[src/rtl/capture_pkg.sv]
// Shared types and helpers for the capture sequencer (capture_seq, ring_addr_ctr).
package capture_pkg;

    localparam int CAP_AW_MAX = 16;

    typedef enum logic [2:0] {
        ST_IDLE  = 3'd0,
        ST_PRE   = 3'd1,
        ST_ARMED = 3'd2,
        ST_POST  = 3'd3,
        ST_DONE  = 3'd4
    } cap_state_t;

    // The last valid ring address rolls back to zero instead of running past the RAM depth.
    function automatic logic [CAP_AW_MAX-1:0] wrap_inc(input logic [CAP_AW_MAX-1:0] addr,
                                                      input logic [CAP_AW_MAX-1:0] last);
        wrap_inc = (addr == last) ? '0 : addr + CAP_AW_MAX'(1);
    endfunction

endpackage

[src/rtl/ring_addr_ctr.sv]
// Ring write-address counter for the channel sample RAMs; wraps at ENTRIES-1.
module ring_addr_ctr
    import capture_pkg::*;
#(
    parameter int ENTRIES = 384,
    parameter int AW      = $clog2(ENTRIES)
) (
    input  logic          clk,
    input  logic          rst_n,
    input  logic          clear,
    input  logic          inc,
    output logic [AW-1:0] addr,
    output logic [AW-1:0] addr_next
);

    localparam logic [CAP_AW_MAX-1:0] LAST = CAP_AW_MAX'(ENTRIES - 1);

    // addr_next is also exported so the sequencer can name the slot after the final write.
    assign addr_next = AW'(wrap_inc(CAP_AW_MAX'(addr), LAST));

    always_ff @(posedge clk or negedge rst_n) begin
        if (!rst_n) begin
            addr <= '0;
        end else if (clear) begin
            addr <= '0;
        end else if (inc) begin
            addr <= addr_next;
        end
    end

endmodule

[src/rtl/capture_seq.sv]
// Logic-analyzer capture sequencer: ring write, pre-trigger fill, post-trigger count.
// Optional CAPTURE_AUTO_REARM_EN adds auto_rearm to restart straight from DONE.
module capture_seq
    import capture_pkg::*;
#(
    parameter int ENTRIES = 384,
    parameter int AW      = $clog2(ENTRIES),
    parameter int NCH     = 5,
    parameter int TPW     = 16
) (
    input  logic           clk,
    input  logic           rst_n,
    input  logic           run,
    input  logic           capture_done,
    input  logic           wrt_smpl,
    input  logic           triggered,
    input  logic [TPW-1:0] trig_pos,
    input  logic [NCH-1:0] ch_en,
`ifdef CAPTURE_AUTO_REARM_EN
    input  logic           auto_rearm,
`endif
    output logic [NCH-1:0] we,
    output logic [AW-1:0]  waddr,
    output logic           armed,
    output logic           set_capture_done,
    output logic [AW-1:0]  trig_addr,
    output logic [AW-1:0]  rd_start,
    output logic           busy
);

    localparam logic [TPW-1:0] LAST_POS = TPW'(ENTRIES - 1);
    localparam logic [TPW:0]   DEPTH    = (TPW+1)'(ENTRIES);

    cap_state_t     state;
    cap_state_t     state_next;
    logic [TPW-1:0] tp_eff;
    logic [TPW:0]   pre_n;
    logic [TPW:0]   smpl_cnt;
    logic [TPW-1:0] trig_cnt;
    logic           sample_write;
    logic           restart;
    logic           trig_now;
    logic           tp_zero;
    logic           tp_one;
    logic           pre_fill_hit;
    logic           post_hit;
    logic [AW-1:0]  waddr_next;

    // One extra bit on the pre-fill target so a full ring (tp_eff = 0) is representable.
    assign tp_eff       = (trig_pos > LAST_POS) ? LAST_POS : trig_pos;
    assign pre_n        = DEPTH - {1'b0, tp_eff};
    assign tp_zero      = (tp_eff == '0);
    assign tp_one       = (tp_eff == TPW'(1));
    assign pre_fill_hit = ((smpl_cnt + (TPW+1)'(1)) == pre_n);
    assign post_hit     = (({1'b0, trig_cnt} + (TPW+1)'(1)) == {1'b0, tp_eff});
    assign trig_now     = (state == ST_ARMED) && run && triggered;
    assign restart      = (state_next == ST_PRE) && (state != ST_PRE);

    always_ff @(posedge clk or negedge rst_n) begin
        if (!rst_n) begin
            state <= ST_IDLE;
        end else begin
            state <= state_next;
        end
    end

    always_comb begin : next_state_logic
        state_next = state;
        case (state)
            ST_IDLE: begin
                if (run && !capture_done) state_next = ST_PRE;
            end
            ST_PRE: begin
                if (!run)                              state_next = ST_IDLE;
                else if (sample_write && pre_fill_hit) state_next = ST_ARMED;
            end
            ST_ARMED: begin
                // A trigger can finish the capture at once when no further samples are needed.
                if (!run)          state_next = ST_IDLE;
                else if (triggered) state_next = (tp_zero || (wrt_smpl && tp_one)) ? ST_DONE : ST_POST;
            end
            ST_POST: begin
                if (!run)                          state_next = ST_IDLE;
                else if (sample_write && post_hit) state_next = ST_DONE;
            end
            ST_DONE: begin
`ifdef CAPTURE_AUTO_REARM_EN
                if (!capture_done) state_next = (auto_rearm && run) ? ST_PRE : ST_IDLE;
`else
                if (!capture_done) state_next = ST_IDLE;
`endif
            end
            default: state_next = ST_IDLE;
        endcase
    end

    always_comb begin : output_decode
        sample_write     = 1'b0;
        busy             = 1'b0;
        set_capture_done = 1'b0;
        case (state)
            ST_PRE, ST_POST: begin
                busy         = 1'b1;
                sample_write = run && wrt_smpl;
            end
            ST_ARMED: begin
                busy         = 1'b1;
                sample_write = run && wrt_smpl && !(triggered && tp_zero);
            end
            default: begin
                busy         = 1'b0;
                sample_write = 1'b0;
            end
        endcase
        set_capture_done = (trig_now && (tp_zero || (wrt_smpl && tp_one)))
                         || ((state == ST_POST) && sample_write && post_hit);
        we = sample_write ? ch_en : '0;
    end

    ring_addr_ctr #(
        .ENTRIES (ENTRIES),
        .AW      (AW)
    ) u_waddr (
        .clk       (clk),
        .rst_n     (rst_n),
        .clear     (restart),
        .inc       (sample_write),
        .addr      (waddr),
        .addr_next (waddr_next)
    );

    // rd_start is the slot the next write would have used: past the final sample if one was written.
    always_ff @(posedge clk or negedge rst_n) begin
        if (!rst_n) begin
            smpl_cnt  <= '0;
            trig_cnt  <= '0;
            armed     <= 1'b0;
            trig_addr <= '0;
            rd_start  <= '0;
        end else begin
            armed <= (state_next == ST_ARMED) || (state_next == ST_POST);
            if (restart) begin
                smpl_cnt <= '0;
                trig_cnt <= '0;
            end else begin
                if ((state == ST_PRE) && sample_write && (smpl_cnt != pre_n))
                    smpl_cnt <= smpl_cnt + (TPW+1)'(1);
                if (trig_now)
                    trig_cnt <= sample_write ? TPW'(1) : '0;
                else if ((state == ST_POST) && sample_write)
                    trig_cnt <= trig_cnt + TPW'(1);
            end
            if (trig_now)
                trig_addr <= waddr;
            if (set_capture_done)
                rd_start <= sample_write ? waddr_next : waddr;
        end
    end

endmodule
[config.mk]
export PLATFORM = sky130hd
export DESIGN_NAME = capture_seq
export DESIGN_NICKNAME = d
export VERILOG_FILES = /design/src/rtl/capture_pkg.sv /design/src/rtl/ring_addr_ctr.sv /design/src/rtl/capture_seq.sv
export SDC_FILE = /design/constraint.sdc
export NUM_CORES = 1
export LEC_CHECK = 0
export ABC_AREA = 0
export CORE_MARGIN = 2
export CORE_UTILIZATION = 40
export DETAILED_ROUTE_END_ITERATION = 10
export PLACE_DENSITY = 0.6
export SLEW_MARGIN = 20
export SYNTH_ARGS = -nofsm -noshare
export SYNTH_HDL_FRONTEND = slang
export SYNTH_SLANG_ARGS = --single-unit
[constraint.sdc]
create_clock -name clk -period 6.35 [get_ports clk]
set_input_delay 1.27 -clock clk [delete_from_list [all_inputs] [get_ports clk]]
set_output_delay 1.27 -clock clk [all_outputs]
set_load 0.02 [all_outputs]
Run 1, PDN straps and rails:
Scale: 4 px per um. Pins as bars on the die edge.
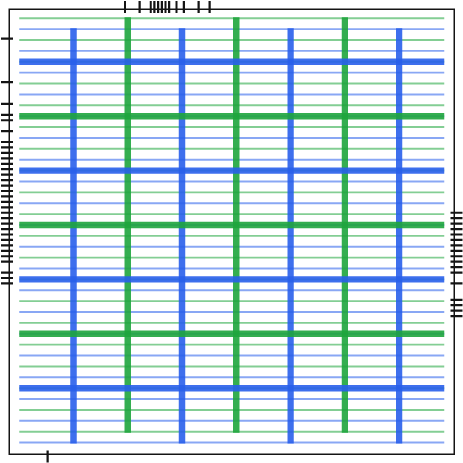
legend:
  VDD:
    color: green
  VSS:
    color: blue
met5 straps: 7
met1 rails: 40
rows: 39
signal pins: 62

Run 1, wiring heat map:
Scale: 3 px per um. The die is cut into 22 by 22 equal tiles; dark purple is low, yellow is high, scaled to the fullest tile. Values are wire area over tile area, all layers added.
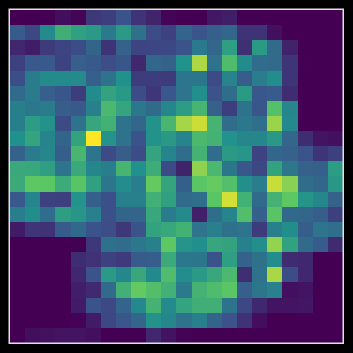
tiles over half the peak: 23%
nearly empty tiles: 19%
fullest tile: 0.47
emptiest ninth of the die: south-west

Run 1, layout detail:
Region (30, 53) to (80, 103) um. Cells in gray, sequential cells in the stronger gray; small squares are vias.
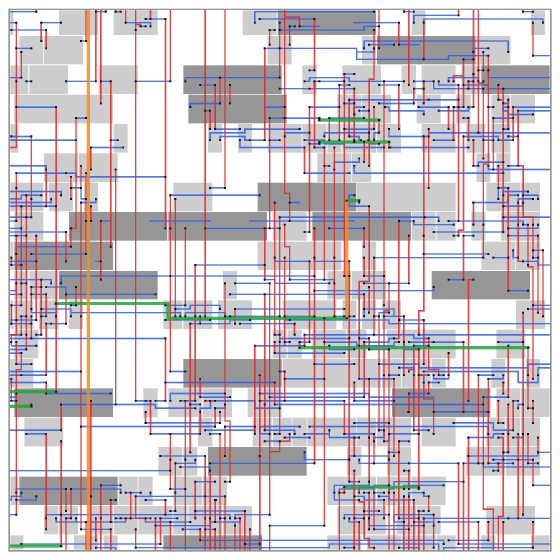
legend:
  met3:
    color: green
  met4:
    color: orange
  met1:
    color: blue
  met2:
    color: red
sequential cells in the window: 18
cells with their middle in the window: 162
most frequent: nor2_1 (21), dfrtp_1 (18), nand2_1 (15)
netlist names of flops here include: `trig_cnt` (11), `u_waddr.addr` (3), `rd_start` (2)

## run 1: final timing paths
path / start / slack [ns] / end / depth (start not counted)
setup / recovery: trig_pos[12] / 0.59 / set_capture_done / 12
hold / removal: trig_addr[0] / 0.50 / trig_addr[0] / 1
setup reg to reg: trig_cnt[2] / 3.14 / rd_start[2] / 8
hold reg to reg: trig_addr[0] / 0.50 / trig_addr[0] / 1
max in group asynchronous: rst_n / 4.68 / trig_cnt[8] / 2
min in group asynchronous: rst_n / 1.13 / smpl_cnt[11] / 2
## run 1: sequential cells by signal, summed over array words and instances, names as in the netlist
name,flops
smpl_cnt,17
rd_start,9
trig_addr,9
armed,1
u_waddr.addr,9
trig_cnt,16
state,3
## run 1: routing by layer
layer	vias up	share of wire (%)
met5	-	0
li1	1955	-
met2	88	45
met1	1918	49
met3	8	5.1
met4	0	0.87
## run 1: logic make-up after synthesis
group / count (synthesis)
fa+ha+maj: 5
mux: 23
simple gates: 241
xor+xnor: 62
flops: 64
compound gates: 79
buf+inv: 48
## run 1: per-stage QoR
| stage | instance area, um^2 | utilization (%) | instances | total power, mW |
|---|---|---|---|---|
| final | 5490 | 48.7 | 712 | 1.25 |
| after global routing | 5490 | 48.7 | 712 | 1.32 |
| after CTS | 5490 | 48.7 | 712 | 1.26 |
| after detailed placement | 5210 | 46.2 | 697 | 0.788 |
| after global placement | 5210 | 46.2 | 697 | 0.784 |
| after floorplan | 4570 | - | 522 | 0.672 |
## run 1: report_power, final
group	internal, mW	switching (mW)	total (mW)
logic	0.133	0.170	0.304
clock network	0.294	0.176	0.469
registers	0.434	0.0433	0.477
total	0.861	0.389	1.25
==> flow.log, run 1 <==
[metrics] run summary
INFO  metric run_status = finished, final reports clean
INFO  metric skew_final = roughly 0.0081 ns
INFO  metric multi_input_comb_cells = 410
INFO  metric final_layout_size_suffix_gt1_share = 9.14%
INFO  metric maxCapViolCount = 0
INFO  metric mappedNetlistArea = ~0.0046 mm^2
INFO  metric cellPowerDensity = 228 mW/mm^2
INFO  metric synth_cell_types = about 75
INFO  metric layout_top_cell_excl_fill_tap = sky130_fd_sc_hd__dfrtp_1
INFO  metric edf_count = 0
INFO  metric detail_route.wl_per_cell = 16.4 um
INFO  metric global_route_wire_length_before_repair = 19.7 mm
INFO  metric gate_count_after_technology_mapping = roughly 520
INFO  metric synth-async-reset-ratio = 100%
INFO  metric hold_path_class = reg -> reg
INFO  metric synth-area-yosys = between 0.004 and 0.005 mm^2
INFO  metric vias_in_the_first_global_route = 3,839
INFO  metric num-clock-buffers = 13
INFO  metric worst_ep_required_time = ~5.1 ns
INFO  metric drc = 0
INFO  metric finish.net_count = ~600
INFO  metric overflow = 0
INFO  metric cts_repair_resize_count = 0
INFO  metric antenna_violations_before_repair = 0
INFO  metric cts_made_buffers = 9
INFO  metric detail-route-antenna-nets = 0
Run 1, placement view:
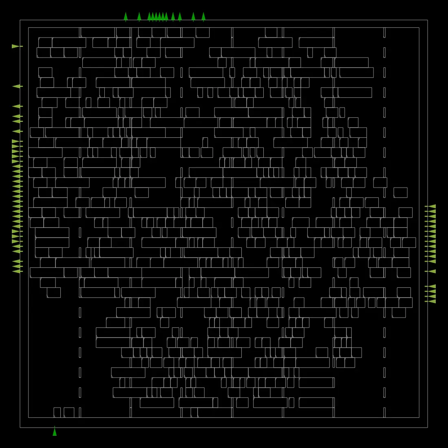

--- run 2 (diff from run 1) ---
--- a/config.mk
+++ b/config.mk
@@ -10,7 +10,8 @@
 export CORE_UTILIZATION = 40
 export DETAILED_ROUTE_END_ITERATION = 10
 export PLACE_DENSITY = 0.6
-export SLEW_MARGIN = 20
+export SLEW_MARGIN = 5
 export SYNTH_ARGS = -nofsm -noshare
 export SYNTH_HDL_FRONTEND = slang
+export SYNTH_HIERARCHICAL = 1
 export SYNTH_SLANG_ARGS = --single-unit
Run 2, placement view:
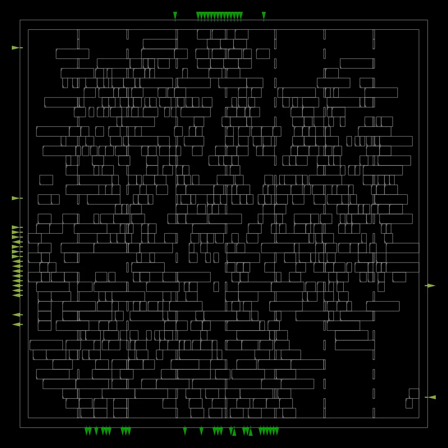
fill cell instance count of the final layout: 1,150
total core area: 0.0119 mm^2
Core Util, Final: 48.9%
Cell Count, Final, Fillers Out: 745

Run 2, drive-strength map:
Scale: 2 px per um.
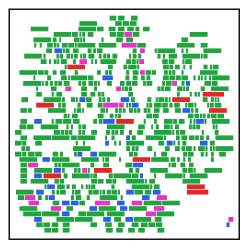
legend:
  drive 2:
    color: blue
    cells: 37
    share: 6.2%
    most_used: mux2_2
  drive 1 or less:
    color: green
    cells: 528
    share: 88%
    most_used: dfrtp_1
  drive 3 to 4:
    color: magenta
    cells: 22
    share: 3.7%
    most_used: mux2_4
  drive 6 and up:
    color: red
    cells: 11
    share: 1.8%
    most_used: clkbuf_16

Run 2, wiring heat map:
Scale: 3 px per um. The die is cut into 23 by 23 equal tiles; dark purple is low, yellow is high, scaled to the fullest tile. Values are wire area over tile area, all layers added.
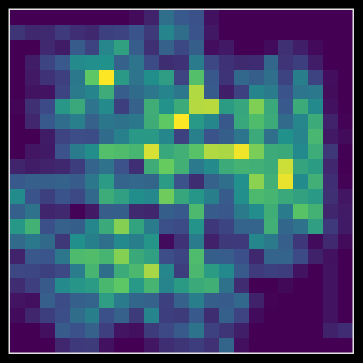
tiles over half the peak: 21%
nearly empty tiles: 16%
mean over tiles: 0.15
emptiest ninth of the die: south-east

==> run 2 against run 1 <==
  * Die size grew 6.1%
  * Clock power grew 13%
  * First-iteration DRC count grew 9.6%
  * Cell area grew 6.1%
  * Power shrank 12%
  * Maximum frequency shrank 4.1%
  * Count of clock-buffer cells in the layout shrank 2
  * Sequential power shrank 8.4%
  * Combinational power shrank 56%
  * Global-route usage grew 0.052 points
  * Largest power group is now clock
==> flow.log, run 2 <==
[metrics] run summary
INFO  metric skew_final = 0.00882 ns (was 0.00815 ns)
INFO  metric worst_r2r_endpoint = rd_start[8] (was rd_start[2])
INFO  metric edf_count = 0 (unchanged)
INFO  metric synth-async-reset-ratio = 100% (unchanged)
INFO  metric final_layout_size_suffix_gt1_share = 11.7% (was 9.14%)
INFO  metric power.clock.total = 0.532 mW (was 0.469 mW)
INFO  metric dpl.cell_count = 729 (was 697)
INFO  metric hold_violations = 0 (unchanged)
INFO  metric hold_path_class = reg -> reg (unchanged)
INFO  metric power_report.internal_total = 0.822 mW (was 0.861 mW)
INFO  metric combinationalPowerShare = 12.0% (was 24.3%)
INFO  metric yosys.stat.seqShare = 33.0% (was 35.1%)
INFO  metric overflow = 0 (unchanged)
INFO  metric timing_worst_slew_pin_value = 1.16 ns (was 0.971 ns)
INFO  metric reg2reg_from = trig_cnt[0] (was trig_cnt[2])
INFO  metric power.share.sequential = 39.7% (was 38.1%)
INFO  metric flip_flop_count_of_the_largest_register_all_copies_and_words_added = 17 (unchanged)
INFO  metric synth-area-yosys = 0.00486 mm^2 (was 0.00457 mm^2)
INFO  metric power_combinational = 0.133 mW (was 0.304 mW)
INFO  metric antenna_violations_before_repair = 0 (unchanged)
INFO  metric mappedNetlistArea = 0.00486 mm^2 (was 0.00457 mm^2)
INFO  metric largest-register = smpl_cnt (unchanged)
INFO  metric layout_top_cell_excl_fill_tap = sky130_fd_sc_hd__dfrtp_1 (unchanged)
INFO  metric synth_cell_types = 72 (was 75)
INFO  metric clock_power_share = 48.3% (was 37.5%)
INFO  metric number_of_stages_on_the_worst_hold_path = 1 (unchanged)
INFO  metric worst_ep_required_time = 5.08 ns (about the same)
INFO  metric power_attributed_to_sequential_cells = 0.437 mW (was 0.477 mW)
INFO  metric run_status = finished, final reports clean (unchanged)
INFO  metric holdPathEnd = rd_start[8] (was trig_addr[0])
INFO  metric global_route_wire_length_before_repair = 20.6 mm (was 19.7 mm)
INFO  metric p_sw = 0.279 mW (was 0.389 mW)
INFO  metric r2r_setup_slack = 2.66 ns (was 3.14 ns)
INFO  metric detail-route-antenna-nets = 0 (unchanged)
INFO  metric detail_route.wl_per_cell = 16.6 um (was 16.4 um)
INFO  metric cts_repair_resize_count = 0 (unchanged)
INFO  metric finish.net_count = 625 (was 597)
INFO  metric gate_count_after_technology_mapping = 554 (was 522)
INFO  metric reg2reg_depth = 10 (was 8)
INFO  metric vias_in_the_first_global_route = 4,103 (was 3,839)
INFO  metric power_leader = clock (was sequential cells)
==> run 2: worst max-delay path by stage <==
stage / from / endpoint / slack [ns] / cells after the start
floorplan: trig_pos[7] / set_capture_done / 0.87 / 14
global placement: trig_pos[12] / set_capture_done / 0.40 / 13
CTS: trig_pos[12] / set_capture_done / 0.32 / 13
global route: trig_pos[12] / set_capture_done / 0.10 / 13
finish: trig_pos[12] / set_capture_done / 0.34 / 13
detailed placement: trig_pos[12] / set_capture_done / 0.32 / 13
==> run 2: layout make-up <==
class | count | area (um^2) | area share (%)
inverters | 16 | 60.1 | 1.03
clock buffers | 11 | 233 | 3.99
repair buffers | 68 | 658 | 11.3
flip-flops and latches | 64 | 1600 | 27.5
multi-input cells | 434 | 3010 | 51.6
clock inverters | 5 | 81.3 | 1.40
well taps | 147 | 184 | 3.16
==> run 2: metal layers <==
layer  vias up  part of all wire, %  routed length (um)
li1       2071                    -                   -
met2       103                   48                5970
met3        11                  4.4                 539
met5         -                    0                   0
met4         0                  1.0                 129
met1      2095                   46                5730
==> run 2: per-stage QoR <==
step | instance area (um^2) | power (mW) | setup slack (ns) | utilization [%]
2_1_floorplan | 4860 | 0.514 | 0.874 | -
3_3_place_gp | 5510 | 0.575 | 0.398 | 46.3
3_5_place_dp | 5510 | 0.577 | 0.320 | 46.3
4_1_cts | 5830 | 1.12 | 0.320 | 48.9
5_1_grt | 5830 | 1.15 | 0.103 | 48.9
6_report | 5830 | 1.10 | 0.343 | 48.9
==> run 2: logic make-up (layout without fill, tap and decap cells) <==
logic type / after synthesis / count (layout)
and+or+nand+nor: 238 / 238
buffers and inverters: 56 / 100
adders and majority gates: 5 / 5
DFF: 64 / 64
AOI/OAI and AO/OA: 98 / 98
muxes: 42 / 42
xor gates and xnor gates: 51 / 51
Run 2, layout detail:
Region (32, 55) to (82, 105) um. Cells in gray, sequential cells in the stronger gray; small squares are vias.
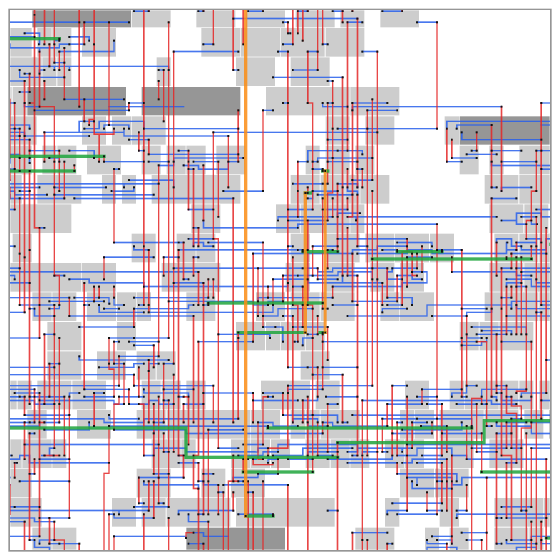

--- run 3 (diff from run 2) ---
--- a/config.mk
+++ b/config.mk
@@ -9,7 +9,7 @@
 export CORE_MARGIN = 2
 export CORE_UTILIZATION = 40
 export DETAILED_ROUTE_END_ITERATION = 10
-export PLACE_DENSITY = 0.6
+export PLACE_DENSITY = 0.64
 export SLEW_MARGIN = 5
 export SYNTH_ARGS = -nofsm -noshare
 export SYNTH_HDL_FRONTEND = slang
Run 3, layout detail:
Region (32, 55) to (82, 105) um. Cells in gray, sequential cells in the stronger gray; small squares are vias.
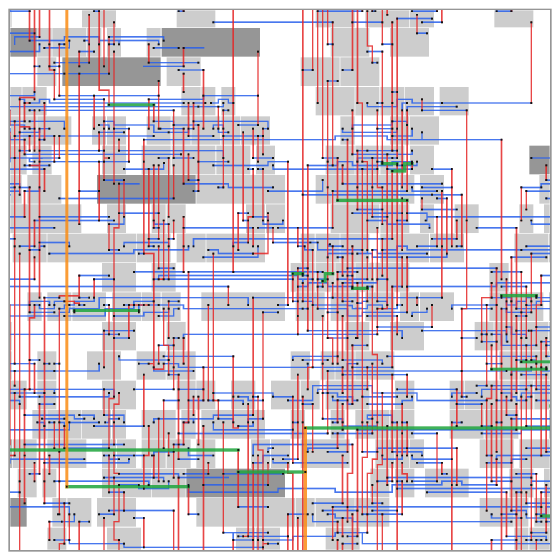
legend:
  met1:
    color: blue
  met3:
    color: green
  met2:
    color: red
  met4:
    color: orange
sequential cells in the window: 4
cells with their middle in the window: 190
netlist names of flops here include: `trig_cnt` (3), `state` (1)
most frequent: nor2_1 (16), o21ai_0 (12), nor3_1 (12)

Run 3, wiring heat map:
Scale: 3 px per um. The die is cut into 23 by 23 equal tiles; dark purple is low, yellow is high, scaled to the fullest tile. Values are wire area over tile area, all layers added.
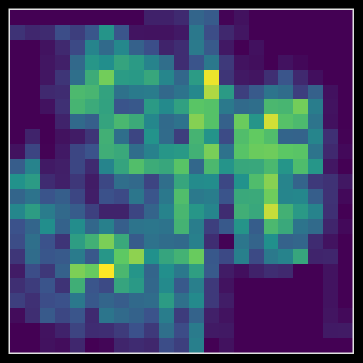
fullest tile: 0.52
tiles over half the peak: 21%
emptiest ninth of the die: south-east
mean over tiles: 0.14
nearly empty tiles: 20%

Run 3, PDN straps and rails:
Scale: 4 px per um. Pins as bars on the die edge.
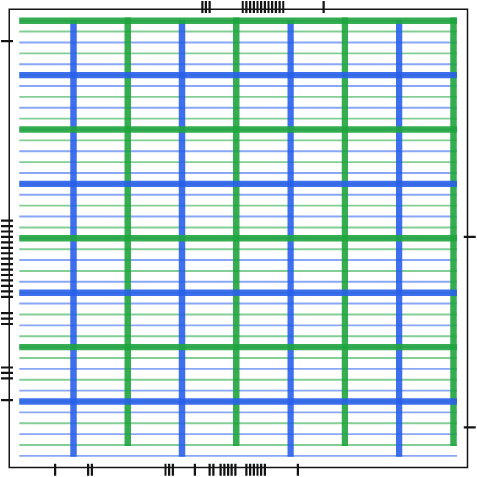
legend:
  VSS:
    color: blue
  VDD:
    color: green
signal pins: 62
met4 straps: 8

==> run 3 against run 2 <==
  * Clock power decreased by 3%
  * Wire length down 2.0%
  * First-iteration DRC count is 2.5% higher
  * Combinational power is essentially flat
  * Clock skew decreased by 0.0011 ns
  * Via count down 0.26%
  * Global-route usage down 0.070 points
  * Worst hold slack better by 0.018 ns
  * Highest routed layer unchanged
==> flow.log, run 3 <==
[metrics] run summary
INFO  metric run_status = finished, final reports clean (unchanged)
INFO  metric mappedNetlistArea = 0.00486 mm^2 (unchanged)
INFO  metric reg2reg_depth = 10 (unchanged)
INFO  metric dpl.cell_count = 729 (unchanged)
INFO  metric hold_path_class = reg -> reg (unchanged)
INFO  metric power.share.sequential = 40.3% (was 39.7%)
INFO  metric m1WireLength = 5.56 mm (was 5.73 mm)
INFO  metric filler_cell_count = 1,119 (was 1,150)
INFO  metric setup_slack = 0.311 ns (was 0.343 ns)
INFO  metric top_signal_layer_used = met4 (unchanged)
INFO  metric drc = 0 (unchanged)
INFO  metric logic_area = 0.00301 mm^2 (unchanged)
INFO  metric pnr_total_power = 1.08 mW (was 1.10 mW)
INFO  metric met2RoutedLength = 5.94 mm (was 5.97 mm)
INFO  metric combinationalPowerShare = 12.2% (was 12.0%)
INFO  metric layout_top_cell_excl_fill_tap = sky130_fd_sc_hd__dfrtp_1 (unchanged)
INFO  metric maxCapViolCount = 0 (unchanged)
INFO  metric r2r_setup_slack = 2.77 ns (was 2.66 ns)
INFO  metric reg2reg_from = trig_cnt[0] (unchanged)
INFO  metric holdPathEnd = rd_start[8] (unchanged)
INFO  metric largest-register = smpl_cnt (unchanged)
INFO  metric netSwitchingFraction = 26.8% (was 25.4%)
INFO  metric final_layout_size_suffix_gt1_share = 12.0% (was 11.7%)
INFO  metric design.core.area = 0.0119 mm^2 (unchanged)
INFO  metric antenna_violations_before_repair = 0 (unchanged)
INFO  metric power_report.internal_total = 0.794 mW (was 0.822 mW)
INFO  metric gate_count_after_technology_mapping = 554 (unchanged)
[run 3: cell counts after synthesis]
No cell type changed its count.
[run 3: worst register-to-register path, stage by stage, from the launching register on]
cell                      delay [ns]
sky130_fd_sc_hd__dfrtp_1        0.46
sky130_fd_sc_hd__ha_1           0.33
sky130_fd_sc_hd__nand4_1        0.45
sky130_fd_sc_hd__nor2_1         0.26
sky130_fd_sc_hd__xnor3_1        0.24
sky130_fd_sc_hd__or4_4          0.54
sky130_fd_sc_hd__nor4_4         0.19
sky130_fd_sc_hd__a41oi_2        0.18
sky130_fd_sc_hd__nor2_2         0.21
sky130_fd_sc_hd__buf_4          0.27
sky130_fd_sc_hd__mux2_1         0.35
[run 3: cell type report]
class | instances | area share [%]
well taps | 147 | 3.16
inverters | 16 | 1.03
repair buffers | 68 | 11.3
clock inverters | 6 | 1.16
multi-input cells | 434 | 51.7
clock buffers | 10 | 4.11
flip-flops and latches | 64 | 27.5
[run 3: logic make-up (layout without fill, tap and decap cells)]
logic type | after synthesis | after routing | share of synthesized area (%)
flops | 64 | 64 | 33.0
fa+ha+maj | 5 | 5 | 1.29
xor+xnor | 51 | 51 | 9.76
mux | 42 | 42 | 10.1
simple gates | 238 | 238 | 27.0
buf+inv | 56 | 100 | 5.23
compound gates | 98 | 98 | 13.7
[run 3: power by group through the flow]
stage               Clock (mW)  Sequential, mW  Combinational [mW]
floorplan                    0           0.446              0.0678
global placement             0           0.443               0.131
finish                   0.516           0.437               0.132
CTS                      0.524           0.437               0.134
global route             0.541           0.439               0.146
detailed placement           0           0.444               0.133
[run 3: stage by stage]
step	hold WS [ns]	util [%]	cell area, um^2
floorplan	0.489	-	4860
global placement	0.477	46.3	5510
detailed placement	0.495	46.3	5510
CTS	0.513	48.8	5820
global route	0.528	48.8	5820
finish	0.505	48.8	5820
No activity file was given, so power comes from the tool's default toggle rates.
